--- src/rtl/wb_arbiter.sv ---
// Register-file write-port arbiter: unbuffered ALU results versus a small
// FIFO of memory results, with a starvation guard and pending-write lookup.
module wb_arbiter #(
  parameter int REGISTER_WIDTH  = 32,
  parameter int REG_INDEX_WIDTH = 5,
  parameter int FIFO_DEPTH      = 4,
  parameter int STARVE_LIMIT    = 3
) (
  input  logic                       clk,
  input  logic                       rst,
  input  logic                       alu_valid,
  output logic                       alu_ready,
  input  logic [REG_INDEX_WIDTH-1:0] alu_index,
  input  logic [REGISTER_WIDTH-1:0]  alu_data,
  input  logic                       mem_valid,
  output logic                       mem_ready,
  input  logic [REG_INDEX_WIDTH-1:0] mem_index,
  input  logic [REGISTER_WIDTH-1:0]  mem_data,
  output logic                       wr_en,
  output logic [REG_INDEX_WIDTH-1:0] wr_reg_index,
  output logic [REGISTER_WIDTH-1:0]  wr_reg_data,
  input  logic [REG_INDEX_WIDTH-1:0] chk_index,
  output logic                       chk_pending,
  output logic [$clog2(FIFO_DEPTH):0] fifo_count
);

  localparam int PW = $clog2(FIFO_DEPTH);
  localparam int CW = PW + 1;
  localparam int SW = $clog2(STARVE_LIMIT + 1);
  localparam logic [CW-1:0] FULL_CNT = CW'(FIFO_DEPTH);
  localparam logic [SW-1:0] SLIM = SW'(STARVE_LIMIT);

  logic [REG_INDEX_WIDTH-1:0] idx_mem  [FIFO_DEPTH];
  logic [REGISTER_WIDTH-1:0]  data_mem [FIFO_DEPTH];

  logic [PW-1:0] rd_ptr;
  logic [PW-1:0] wr_ptr;
  logic [CW-1:0] count;
  logic [SW-1:0] starve_cnt;

  logic full;
  logic nonempty;
  logic starved;
  logic fifo_win;
  logic alu_win;
  logic push;
  logic pop;
  logic hit;
  logic [PW-1:0] off;

  always_comb begin
    full     = (count == FULL_CNT);
    nonempty = (count != '0);
    starved  = (starve_cnt == SLIM);
    fifo_win = nonempty && (!alu_valid || starved);
    alu_win  = alu_valid && !fifo_win;
    push     = !rst && mem_valid && !full;
    pop      = !rst && fifo_win;
  end

  assign alu_ready  = !rst && alu_win;
  assign mem_ready  = !rst && !full;
  assign fifo_count = count;

  // Storage carries no reset; validity comes from the pointers and count.
  always_ff @(posedge clk) begin
    if (push) begin
      idx_mem[wr_ptr]  <= mem_index;
      data_mem[wr_ptr] <= mem_data;
    end
  end

  always_ff @(posedge clk) begin
    if (rst) begin
      rd_ptr <= '0;
      wr_ptr <= '0;
      count  <= '0;
    end else begin
      if (push) wr_ptr <= wr_ptr + 1'b1;
      if (pop)  rd_ptr <= rd_ptr + 1'b1;
      unique case ({push, pop})
        2'b10:   count <= count + 1'b1;
        2'b01:   count <= count - 1'b1;
        default: count <= count;
      endcase
    end
  end

  always_ff @(posedge clk) begin
    if (rst) begin
      starve_cnt <= '0;
    end else if (pop) begin
      starve_cnt <= '0;
    end else if (alu_win && nonempty && !starved) begin
      starve_cnt <= starve_cnt + 1'b1;
    end
  end

  always_ff @(posedge clk) begin
    if (rst) begin
      wr_en        <= 1'b0;
      wr_reg_index <= '0;
      wr_reg_data  <= '0;
    end else begin
      unique case (1'b1)
        alu_win: begin
          wr_en        <= (alu_index != '0);
          wr_reg_index <= alu_index;
          wr_reg_data  <= alu_data;
        end
        fifo_win: begin
          wr_en        <= (idx_mem[rd_ptr] != '0);
          wr_reg_index <= idx_mem[rd_ptr];
          wr_reg_data  <= data_mem[rd_ptr];
        end
        default: wr_en <= 1'b0;
      endcase
    end
  end

  // A slot is live when its distance from the head is below the count.
  always_comb begin
    hit = 1'b0;
    off = '0;
    for (int i = 0; i < FIFO_DEPTH; i++) begin
      off = PW'(i) - rd_ptr;
      if (({1'b0, off} < count) && (idx_mem[i] == chk_index)) hit = 1'b1;
    end
    chk_pending = (chk_index != '0) &&
                  (hit || (wr_en && (wr_reg_index == chk_index)));
  end

endmodule
--- config.mk ---
export PLATFORM = sky130hd
export DESIGN_NAME = wb_arbiter
export DESIGN_NICKNAME = d
export VERILOG_FILES = /design/src/rtl/wb_arbiter.sv
export SDC_FILE = /design/constraint.sdc
export NUM_CORES = 1
export LEC_CHECK = 0
export ABC_CLOCK_PERIOD_IN_PS = 3490
export CAP_MARGIN = 15
export CELL_PAD_IN_SITES_DETAIL_PLACEMENT = 1
export CELL_PAD_IN_SITES_GLOBAL_PLACEMENT = 1
export CORE_MARGIN = 3
export CORE_UTILIZATION = 45
export CTS_BUF_LIST = sky130_fd_sc_hd__clkbuf_16
export CTS_CLUSTER_SIZE = 10
export DETAILED_ROUTE_END_ITERATION = 10
export HOLD_SLACK_MARGIN = 0.05
export PLACE_DENSITY_LB_ADDON = 0.2
export SLEW_MARGIN = 40
export SYNTH_ARGS = -nofsm -noshare
export SYNTH_HDL_FRONTEND = slang
export SYNTH_SLANG_ARGS = --single-unit
export TNS_END_PERCENT = 50
--- constraint.sdc ---
create_clock -name clk -period 3.49 [get_ports clk]
set_input_delay 0.698 -clock clk [delete_from_list [all_inputs] [get_ports clk]]
set_output_delay 0.698 -clock clk [all_outputs]
set_load 0.02 [all_outputs]
==> run_1/flops_by_reg.png <==
Scale: 3 px per um.
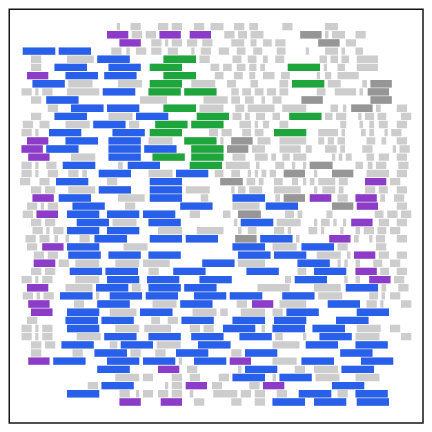
name in the netlist	colour	flops
idx_mem	green	20
wr_reg_data	purple	32
data_mem	blue	128
not coloured	17

==> run_1/logic_types.png <==
Scale: 2 px per um.
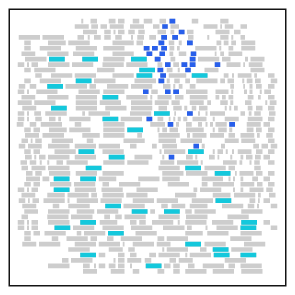
family	colour	cells
mux cells	cyan	37
xor and xnor cells	blue	32

==> run_1/detail.png <==
Window x 91 to 116, y 91 to 116 um. Cells in grey, sequential cells in the stronger grey; small squares are vias.
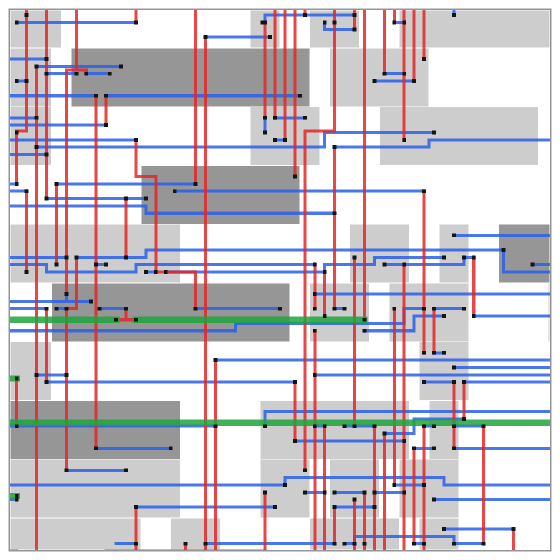
layer	colour
metal 3	green
metal 2	red
metal 1	blue
netlist names of flops here include	idx_mem (3), wr_en (1)
most frequent	xnor2_1 (3), edfxtp_1 (3)
cells with their middle in the window	30
sequential cells in the window	4

==> reports/results.tsv, run 1 <==
stage	metric	value	unit
logic_synthesis	synth_chip_area	7780	um2
layout	final_layout_top_logic_cells	sky130_fd_sc_hd__edfxtp_1, sky130_fd_sc_hd__clkdlybuf4s50_1, sky130_fd_sc_hd__dfxtp_1, sky130_fd_sc_hd__mux4_2, sky130_fd_sc_hd__inv_1	
setup_path	cp-startpoint	alu_valid	
logic_synthesis	synth_flop_count	197	
timing	worst_slew_margin_rel	0.569	
layout	antenna-diode-count	1	
setup_path	cp-start-kind	input port	
setup_path	worst-r2r-setup-slack	0.81	ns
drt	drt-pass1-iter-count	5	
setup_path	critical-path-slowest-cell	sky130_fd_sc_hd__clkdlybuf4s50_1	
clock_tree	clk_path_buf_depth	2	
pwr	total_leakage_power	3.44	nW
outcome	status	complete, no violations	
logic_synthesis	synthTopCellsByArea	sky130_fd_sc_hd__edfxtp_1, sky130_fd_sc_hd__dfxtp_1, sky130_fd_sc_hd__mux4_2	
timing	report.final.hold_viol_count	0	
timing	timing.clock.skew	0.00920	ns
setup_path	endpoint	alu_ready	
logic_synthesis	post_synth_and_or_nand_nor_area_fraction	0.0412	
logic_synthesis	ys_sh_mux	0.107	
setup_path	critPathCaptureType	output pin	
clock_tree	cts_tree	built	
timing	report.final.setup_viol	0	
grt	grt.total_usage	0.204	
layout	regArea	5430	um2
layout	inv_count	33	
setup_path	worst-r2r-cell-count	9	
drt	routed_wire_length_per_instance	22.2	um
pwr	pwr_density_cell	550	nW/um2
logic_synthesis	ys_top_logic_family	multiplexers	
floorplanning	floorplan.core_util	0.464	
layout	non_clock_buffer_area_share	0.143	
timing	period_used_share	0.924	
logic_synthesis	synth.cellmix.compoundShare	0.0665	
placed_design	globalplace.congestion	0.890	
logic_synthesis	synth-seq-area-share	0.698	
logic_synthesis	yosys_warnings	0	
floorplanning	tapcell.inserted	220	
timing	tightestPinTransition	0.641	ns
floorplanning	boundaryPins	127	
timing	final_critical_path_setup_slack	0.265	ns
placed_design	portBuffers	126	
setup_path	cp_slowest_stage_delay	0.67	ns
grt	global_route.peak_usage_layer	met2	
layout	multiInputCombCellCount	205	
logic_synthesis	synth.cellmix.xorXnorShare	0.0360	
placed_design	detailed_place.area	9380	um2
logic_synthesis	postSynth.topFlopCell	sky130_fd_sc_hd__edfxtp_1	
grt	grt_start_max_net_pins	38	
logic_synthesis	syn-instance-count	463	
grt	global_route.overflow_total	0	
timing	fmax	310	MHz
run	maxCapViolCount	0	
placed_design	pre_cts_setup_slack	0.0405	ns
floorplanning	floorplan.rows	47	
logic_synthesis	netlist_area	7780	um2
drt	vias_per_cell	5.54	
logic_synthesis	postSynthNetCount	557	
grt	grt.met2_usage	0.337	
layout	stdcell_count	829	
clock_tree	cts_htree_levels	4	
setup_path	critPathRequiredTime	2.79	ns
layout	sh_seq_area	0.544	
logic_synthesis	top_cells_by_instance_count_after_synthesis	sky130_fd_sc_hd__edfxtp_1, sky130_fd_sc_hd__dfxtp_1, sky130_fd_sc_hd__mux4_2, sky130_fd_sc_hd__inv_1, sky130_fd_sc_hd__a222oi_1	
grt	grt_pass1_vias	5016	
grt	grt_pass1_wl	28100	um
layout	largest_register_ff_count	128	
clock_tree	cts-buffers-inserted	17	
pwr	switching_fraction_of_total_power	0.248	
layout	final.clkbuf_count	17	
timing	rsz_0062_raised_after_global_routing	no	
pwr	post-layout-total-power	0.00549	W
floorplanning	floorplan.core_area	16800	um2
setup_path	start_of_the_worst_register_to_register_path	fifo_count[2]	
layout	final_core_utilization	0.595	
placed_design	numPlacedInstances	796	
layout	area_delta_synth_final	28.3	%
logic_synthesis	edf_count	148	
drt	detailroute.via_count	4596	
layout	layout.clock.cell_area_share	0.0583	
hold_path	worst_case_hold_path_end_point	wr_reg_data[7]	
setup_path	path_max_fanout	3	
clock_tree	clock-root-buffer	sky130_fd_sc_hd__clkbuf_16	
drt	final_antenna_net_count	0	
logic_synthesis	postSynthAreaPerCell	16.8	um2
logic_synthesis	area_fraction_of_the_dominant_cell_type_after_synthesis	0.572	
grt	groute.layer.met3.usage	0.0581	
clock_tree	clk-insertion-delay-late	0.43	ns
layout	filler_cell_count_in_the_final_layout	1513	
drt	detail_route.drc_violations	0	
floorplanning	design.die.area	18900	um2
floorplanning	die.size.x	137	um
timing	slew_violations	0	
setup_path	timing.critical_path.mode_cell	sky130_fd_sc_hd__clkdlybuf4s50_1	
clock_tree	postCtsResizedCells	2	
floorplanning	floorplan.die.height	137	um
grt	grt.met1_usage	0.258	
logic_synthesis	synth.yosys.num_cells	463	
clock_tree	clock_sinks	197	
setup_path	worstReg2RegEnd	fifo_count[2]	
setup_path	crit_arrival	2.53	ns
pwr	vdd.ir_drop.worst	363	uV
logic_synthesis	top_cell	sky130_fd_sc_hd__edfxtp_1	
drt	drtIter0Drc	431	
layout	non_clock_buffer_count	141	
layout	reg_top3	data_mem (128), wr_reg_data (32), idx_mem (20)	
timing	finalSetupTns	0	ns
logic_synthesis	adder_share	0.0187	
clock_tree	cts.hold.buffers_added	0	
layout	layout_top_cell_excl_fill_tap	sky130_fd_sc_hd__edfxtp_1	
clock_tree	post-cts-setup-buffer-count	0	
pwr	seq_power_share	0.496	
pwr	p_int	0.00413	W
placed_design	detailed_place_hpwl	12300	um
pwr	comb_power_share	0.155	
hold_path	worst_hold_path.num_cells	2	
clock_tree	cts.clk_slew.worst_paths	0.07	ns
logic_synthesis	postSynth.asyncResetShare	0	
logic_synthesis	synth_cell_type_count	42	
timing	fin_crit	3.23	ns
layout	combAreaFraction	0.214	
timing	final.hold.worst_slack	0.469	ns
setup_path	critical_path_cell_list	clkdlybuf4s50_1, nor2b_1, nor2_4, nor3b_4, clkdlybuf4s50_1	
logic_synthesis	netlist.top_cell.by_area	sky130_fd_sc_hd__edfxtp_1	
layout	biggest_register	data_mem	
layout	flop-count	197	
run	warnings	30	
setup_path	timing.setup.critical_path_class	in -> out	
layout	fin_nets	689	
layout	stdcell_area	9970	um2
layout	comb_area	2130	um2
pwr	clock_power_share	0.349	
pwr	total_switching_power	0.00136	W
layout	layout-drive-gt1-share	0.161	
layout	largest_cell_class	flip-flops and latches	
-- run 1: power groups by stage --
stage / Sequential [W] / Clock [W] / Combinational, W
after floorplan: 0.00282 / 0 / 0.000412
after global placement: 0.00277 / 0 / 0.000828
after detailed placement: 0.00278 / 0 / 0.000855
after CTS: 0.00273 / 0.00196 / 0.000859
after global routing: 0.00274 / 0.00205 / 0.000918
final: 0.00272 / 0.00192 / 0.000849
-- run 1: critical path: cells and delay by family --
family | cells | cell delay (ns)
simple gates | 3 | 0.67
buf+inv | 2 | 1.15
-- run 1: layer usage --
metal  share of wire  wire [um]
met4           0.016        298
met5               0          0
met3           0.068       1250
met2            0.49       8990
met1            0.43       7840
==> run 2, diff against run 1 <==
--- a/config.mk
+++ b/config.mk
@@ -5,7 +5,6 @@
 export SDC_FILE = /design/constraint.sdc
 export NUM_CORES = 1
 export LEC_CHECK = 0
-export ABC_CLOCK_PERIOD_IN_PS = 3490
 export CAP_MARGIN = 15
 export CELL_PAD_IN_SITES_DETAIL_PLACEMENT = 1
 export CELL_PAD_IN_SITES_GLOBAL_PLACEMENT = 1
@@ -16,6 +15,7 @@
 export DETAILED_ROUTE_END_ITERATION = 10
 export HOLD_SLACK_MARGIN = 0.05
 export PLACE_DENSITY_LB_ADDON = 0.2
+export SKIP_LAST_GASP = 1
 export SLEW_MARGIN = 40
 export SYNTH_ARGS = -nofsm -noshare
 export SYNTH_HDL_FRONTEND = slang
==> run_2/layer_met1.png <==
Scale: 2 px per um.
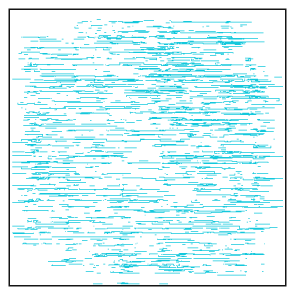
share of all routed wire	43%
wire length on this layer	7840 um
longest straight run	41.9 um
main direction	horizontal

==> run_2/flops_by_reg.png <==
Scale: 3 px per um.
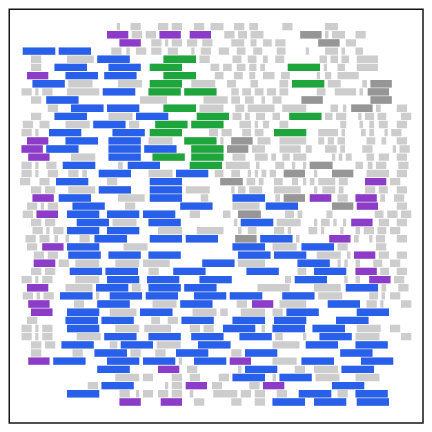
name in the netlist	colour	flops
idx_mem	green	20
wr_reg_data	purple	32
data_mem	blue	128
not coloured	17
register area: 5430 um2
final core utilization: 0.595
power in sequential cells: 0.00272 W
proportion of cell area occupied by registers: 0.544

==> run_2/congestion.png <==
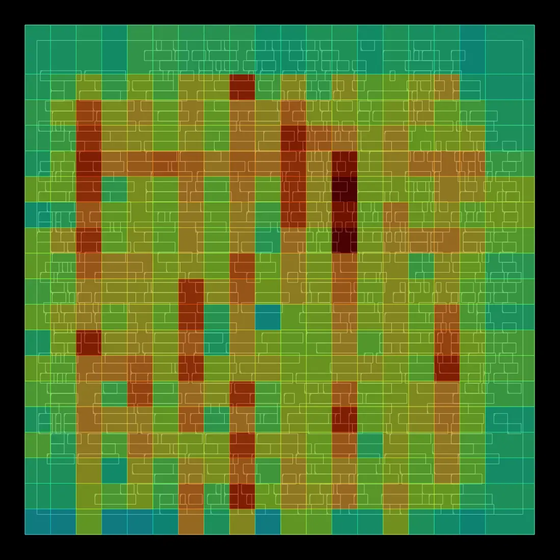
M2 GR Usage: 0.337
most used routing layer in global routing: met2
global router's overall resource usage: 0.204
post-DR wirelength/cell: 22.2 um

==> run 2 against run 1 <==
Power is the same. Clock power is essentially flat. Area after synthesis is the same. Sequential power is essentially flat. Global-route usage is the same. Final area is the same. Cell count is the same. Largest cell class unchanged.
==> reports/results.tsv, run 2 <==
stage	metric	value	unit	change
outcome	status	complete, no violations		
placed_design	globalplace.congestion	0.890		unchanged
setup_path	cell_type_group_with_the_largest_total_delay_on_the_critical_path	buffers and inverters		
setup_path	endpoint	alu_ready		
pwr	p_clk	0.00192	W	about the same
layout	final_layout_top_logic_cells	sky130_fd_sc_hd__edfxtp_1, sky130_fd_sc_hd__clkdlybuf4s50_1, sky130_fd_sc_hd__dfxtp_1, sky130_fd_sc_hd__mux4_2, sky130_fd_sc_hd__inv_1		
logic_synthesis	postSynth.topFlopCell	sky130_fd_sc_hd__edfxtp_1		
floorplanning	design.die.area	18900	um2	unchanged
logic_synthesis	area_fraction_of_the_dominant_cell_type_after_synthesis	0.572		unchanged
setup_path	worst-path-stages	5		unchanged
setup_path	path_max_fanout	3		unchanged
setup_path	timing.setup.critical_path_class	in -> out		
setup_path	cp_slowest_stage_delay	0.67	ns	about the same
setup_path	cp-startpoint	alu_valid		
logic_synthesis	netlist_area	7780	um2	unchanged
run	maxCapViolCount	0		unchanged
timing	finalSetupTns	0	ns	unchanged
grt	grt.met1_usage	0.258		unchanged
logic_synthesis	synth.yosys.num_cells	463		unchanged
logic_synthesis	yosys_warnings	0		unchanged
logic_synthesis	synth_cell_type_count	42		unchanged
logic_synthesis	synth_chip_area	7780	um2	unchanged
hold_path	timing.hold.worst.class	reg -> reg		
logic_synthesis	postSynthNetCount	557		unchanged
drt	vias_per_cell	5.54		unchanged
setup_path	critical_path_cell_list	clkdlybuf4s50_1, nor2b_1, nor2_4, nor3b_4, clkdlybuf4s50_1		
timing	rsz_0062_raised_after_global_routing	no		
logic_synthesis	top_cells_by_instance_count_after_synthesis	sky130_fd_sc_hd__edfxtp_1, sky130_fd_sc_hd__dfxtp_1, sky130_fd_sc_hd__mux4_2, sky130_fd_sc_hd__inv_1, sky130_fd_sc_hd__a222oi_1		
timing	fin_crit	3.23	ns	unchanged
setup_path	start_of_the_worst_register_to_register_path	fifo_count[2]		
clock_tree	cts-buffers-inserted	17		unchanged
drt	detail_route.drc_violations	0		unchanged
floorplanning	floorplan.die.height	137	um	unchanged
hold_path	worst_hold_path.num_cells	2		unchanged
layout	area_delta_synth_final	28.3	%	unchanged
hold_path	hold_path_startpoint	wr_reg_data[7]		
layout	biggest_register	data_mem		
logic_synthesis	postSynthAreaPerCell	16.8	um2	unchanged
clock_tree	post-cts-setup-buffer-count	0		unchanged
placed_design	pre_cts_setup_slack	0.0405	ns	unchanged
layout	layout-drive-gt1-share	0.161		unchanged
logic_synthesis	top_cell	sky130_fd_sc_hd__edfxtp_1		
drt	dr.max_layer_used	met4		
clock_tree	clock_sinks	197		unchanged
pwr	top_power_group	registers		
layout	stdcell_area	9970	um2	unchanged
drt	drt-pass1-iter-count	5		unchanged
setup_path	cp-start-kind	input port		
pwr	p_int	0.00413	W	unchanged
placed_design	portBuffers	126		unchanged
drt	routed_wirelength	18400	um	
floorplanning	boundaryPins	127		unchanged
setup_path	crit_arrival	2.53	ns	about the same
run	warnings	30		unchanged
setup_path	critical-path-slowest-cell	sky130_fd_sc_hd__clkdlybuf4s50_1		
timing	fmax	310	MHz	unchanged
grt	groute.layer.met3.usage	0.0581		unchanged
drt	final_antenna_net_count	0		unchanged
timing	final_critical_path_setup_slack	0.265	ns	unchanged
grt	grt_pass1_vias	5016		unchanged
setup_path	critPathRequiredTime	2.79	ns	about the same
floorplanning	floorplan.core_area	16800	um2	unchanged
drt	route.met2.wl	8990	um	unchanged
logic_synthesis	synthTopCellsByArea	sky130_fd_sc_hd__edfxtp_1, sky130_fd_sc_hd__dfxtp_1, sky130_fd_sc_hd__mux4_2		
pwr	post-layout-total-power	0.00549	W	unchanged
timing	slew_violations	0		unchanged
timing	report.final.hold_viol_count	0		unchanged
layout	layout_top_cell_excl_fill_tap	sky130_fd_sc_hd__edfxtp_1		
pwr	comb_power_share	0.155		about the same
setup_path	timing.critical_path.mode_cell	sky130_fd_sc_hd__clkdlybuf4s50_1		
pwr	combinationalPower	0.000849	W	about the same
timing	timing.clock.skew	0.00920	ns	unchanged
clock_tree	cts_tree	built		
timing	final.hold.worst_slack	0.469	ns	unchanged
hold_path	worst_case_hold_path_end_point	wr_reg_data[7]		
drt	detailroute.via_count	4596		unchanged
logic_synthesis	synth_flop_count	197		unchanged
logic_synthesis	postSynth.asyncResetShare	0		unchanged
clock_tree	clk_path_buf_depth	2		unchanged
layout	reg_top3	data_mem (128), wr_reg_data (32), idx_mem (20)		
setup_path	critPathCaptureType	output pin		
layout	stdcell_count	829		unchanged
pwr	vdd.ir_drop.worst	363	uV	unchanged
drt	drtIter0Drc	431		unchanged
logic_synthesis	synth-seq-area-share	0.698		unchanged
pwr	total_leakage_power	3.44	nW	unchanged
grt	grt_pass1_wl	28100	um	unchanged
timing	report.final.setup_viol	0		unchanged
clock_tree	cts_htree_levels	4		unchanged
floorplanning	die.size.x	137	um	unchanged
clock_tree	clock-root-buffer	sky130_fd_sc_hd__clkbuf_16		
floorplanning	floorplan.rows	47		unchanged
grt	grt_start_max_net_pins	38		unchanged
clock_tree	clk-insertion-delay-late	0.43	ns	about the same
timing	tightestPinTransition	0.641	ns	unchanged
grt	number_of_antenna_violations_at_the_first_check_in_global_routing	1		
drt	detailed_route_wire_length_on_metal_1	7840	um	unchanged
logic_synthesis	edf_count	148		unchanged
setup_path	worst-r2r-setup-slack	0.81	ns	about the same
pwr	total_switching_power	0.00136	W	unchanged
clock_tree	cts.clk_slew.worst_paths	0.07	ns	about the same
logic_synthesis	netlist.top_cell.by_area	sky130_fd_sc_hd__edfxtp_1		
layout	largest_register_ff_count	128		unchanged
timing	worst_slew_margin_rel	0.569		unchanged
pwr	clock_power_share	0.349		about the same
pwr	switching_fraction_of_total_power	0.248		unchanged
setup_path	worstReg2RegEnd	fifo_count[2]		
layout	fin_nets	689		unchanged
logic_synthesis	syn-instance-count	463		unchanged
pwr	pwr_density_cell	550	nW/um2	unchanged
drt	met3WireLength	1250	um	unchanged
timing	period_used_share	0.924		unchanged
grt	global_route.overflow_total	0		unchanged
setup_path	timing.critical_path.buf_inv	2		unchanged
placed_design	detailed_place.area	9380	um2	unchanged
placed_design	numPlacedInstances	796		unchanged
placed_design	detailed_place_hpwl	12300	um	unchanged
pwr	seq_power_share	0.496		about the same
setup_path	worst-r2r-cell-count	9		unchanged
floorplanning	floorplan.core_util	0.464		unchanged
-- run 2: cell counts after synthesis --
Identical to the previous run, type by type.
-- run 2: final cells by class --
cell class                 count  area (um2)
antenna                        1        2.50
sequential                   197        5430
multi-input combinational    205        2130
clock buffer                  17         425
fill                        1513        6790
inverter                      33         124
tap                          220         275
clock inverter                15         156
timing repair buffer         141        1430
-- run 2: cell families after synthesis --
kind of cell | synth area share
AND/OR/NAND/NOR | 0.0412
XOR/XNOR | 0.0360
buffers and inverters | 0.0328
AND-OR/OR-AND | 0.0665
adder cells (fa/ha/maj) | 0.0187
multiplexers | 0.107
flip-flops | 0.698
-- run 2: timing repair --
item                       in CTS  in global routing
gates cloned                    0                  0
hold buffers                    0                  0
setup endpoints to repair       1                  1
gates resized                   2                  4
Power and IR drop assume default switching activity.
